==> config.mk <==
export PLATFORM = sky130hd
export DESIGN_NAME = alu_seq_flat
export DESIGN_NICKNAME = d
export VERILOG_FILES = /design/src/rtl/alu_pkg.sv /design/src/rtl/alu_seq_if.sv /design/src/rtl/alu_mul_seq.sv /design/src/rtl/alu_seq.sv /design/src/flat_wrapper.sv
export SDC_FILE = /design/constraint.sdc
export NUM_CORES = 1
export LEC_CHECK = 0
export ABC_AREA = 1
export ABC_CLOCK_PERIOD_IN_PS = 2200
export CORE_UTILIZATION = 45
export CTS_CLUSTER_DIAMETER = 200
export DETAILED_ROUTE_END_ITERATION = 7
export HOLD_SLACK_MARGIN = 0.15
export PLACE_DENSITY = 0.73
export SLEW_MARGIN = 20
export SYNTH_ARGS = -nofsm -noshare
export SYNTH_HDL_FRONTEND = slang
export SYNTH_SLANG_ARGS = --single-unit
==> constraint.sdc <==
create_clock -name clk -period 2.2 [get_ports clk]
set_input_delay 0.44 -clock clk [delete_from_list [all_inputs] [get_ports clk]]
set_output_delay 0.44 -clock clk [all_outputs]
set_load 0.02 [all_outputs]
Figure 1. Gate families picked out.
(4 px per um)
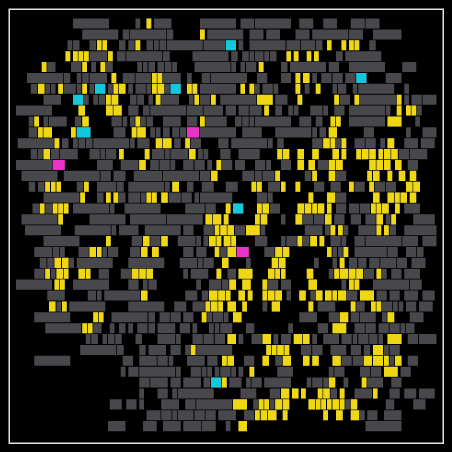
legend:
  magenta:
    family: xor and xnor cells
    cells: 3
  cyan:
    family: non-inverting ao/oa cells
    cells: 8
  yellow:
    family: nand cells
    cells: 316
    where: all over the die
logic share of the area: 48.6%
commonest non-fill, non-tap cell in the layout: nand2_1
fin cells: 1038

Figure 2. Layout detail.
Window x 39 to 69, y 61 to 91 um. Cells in gray, sequential cells in the stronger gray; small squares are vias.
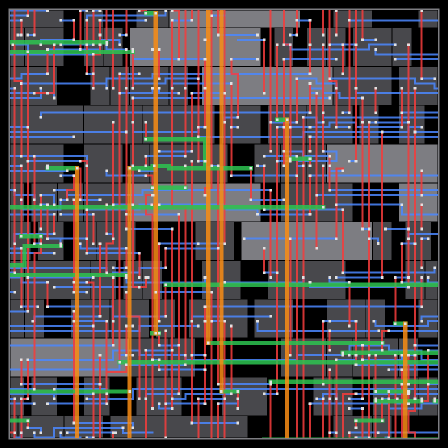
legend:
  blue:
    layer: metal 1
  green:
    layer: metal 3
  red:
    layer: metal 2
  orange:
    layer: metal 4
sequential cells in the window: 6
most frequent: nand2_1 (15), buf_4 (15), inv_1 (7)
cells with their middle in the window: 87

==> results.yml <==
# implementation run metrics
grt:
  globalRouteMet3Util_pct: 3.50
  grt_start_max_net_pins: 57
  grt_usage_pct: 29.0
  antenna_found_initial: 0
  grt-ovfl-total: 0
  met1_usage_pct: 38.5
logic_synthesis:
  top_cell: "nand2_1"
  synth_cell_types: 41
  ff_type: "dfrtp_1"
  yosys_warnings: 0
  yosysCellCount: 739
  topCellsByArea: "dfrtp_1 (28%), nand2_1 (13%), nand3_1 (11%), ha_1 (10%), inv_1 (6.9%)"
  xor_share_pct: 0.519
  syn_inst: 739
  netlist_logic_family_top: "simple AND/OR/NAND/NOR gates"
  ys_ff: 56
  yosysTopAreaCell: "dfrtp_1"
  edf_count: 0
  compound_area_share_pct: 15.1
  async_reset_ff_share_pct: 100
  adder_share_pct: 11.3
cells_and_area:
  largest_reg_flops: 16
  layout.nets: 964
  final_area_um2: 6880
  num-nonclk-inverters: 102
  sh_seq_area_pct: 20.4
  clkCellAreaFrac_pct: 1.42
  layout_top_cells: "nand2_1 (170), buf_4 (132), nand3_1 (108)"
  clkbuf_count: 5
  final_util_pct: 63.2
  nonClkBufAreaFrac_pct: 21.5
setup_path:
  slowest_stage: "dfrtp_1"
  cp_top_family: "simple AND/OR/NAND/NOR gates"
  cp_max_fo: 3
  reg2reg_slack_ps: 60
  crit_top_cell: "nand2_1"
  cp.required_ps: 2410
  path_depth: 15
run_status:
  outcome: "finished, final reports clean"
placed_design:
  place_area_um2: 6440
  pre_cts_ws_ps: -635
  globalplace.congestion: 1.01
power_and_ir_drop:
  powerDensity_nw_per_um2: 791
  maxPowerGroup: "combinational logic"
  p_sw_mw: 2.47
  leakagePower_nw: 3.49
  clkPwrFrac_pct: 11.2
  vdd.ir_drop.worst_mv: 0.538
  switching_share_pct: 45.3
  comb_power_mw: 3.12
  p_clk_uw: 612
clocking:
  clk-insertion-delay-late_ps: 320
  clk_pin_slew_worst_paths_ps: 110
  h-tree-depth: 2
floorplanning:
  core_um2: 10900
  io_pins: 37
  rows: 38
  die_h_um: 108
timing:
  max_freq_ghz: 0.467
  finalWorstSetupSlack_ps: 59.9
  whs_ps: 486
  finalHoldViolCount: 0
  final.setup.tns_ps: 0
  post-route-min-period_ps: 2140
detailed_routing:
  viasPerCell: 5.57
  wl_met1_um: 7220
  drcViolationCount: 0
  top_layer_used: "met4"
  wl_met3_um: 1120
  dr_total_vias: 5781
  antenna_left: 0
  dr_wl_met2_um: 7630
run:
  cap_violations: 0
min_path:
  hold-path-cell-count: 1
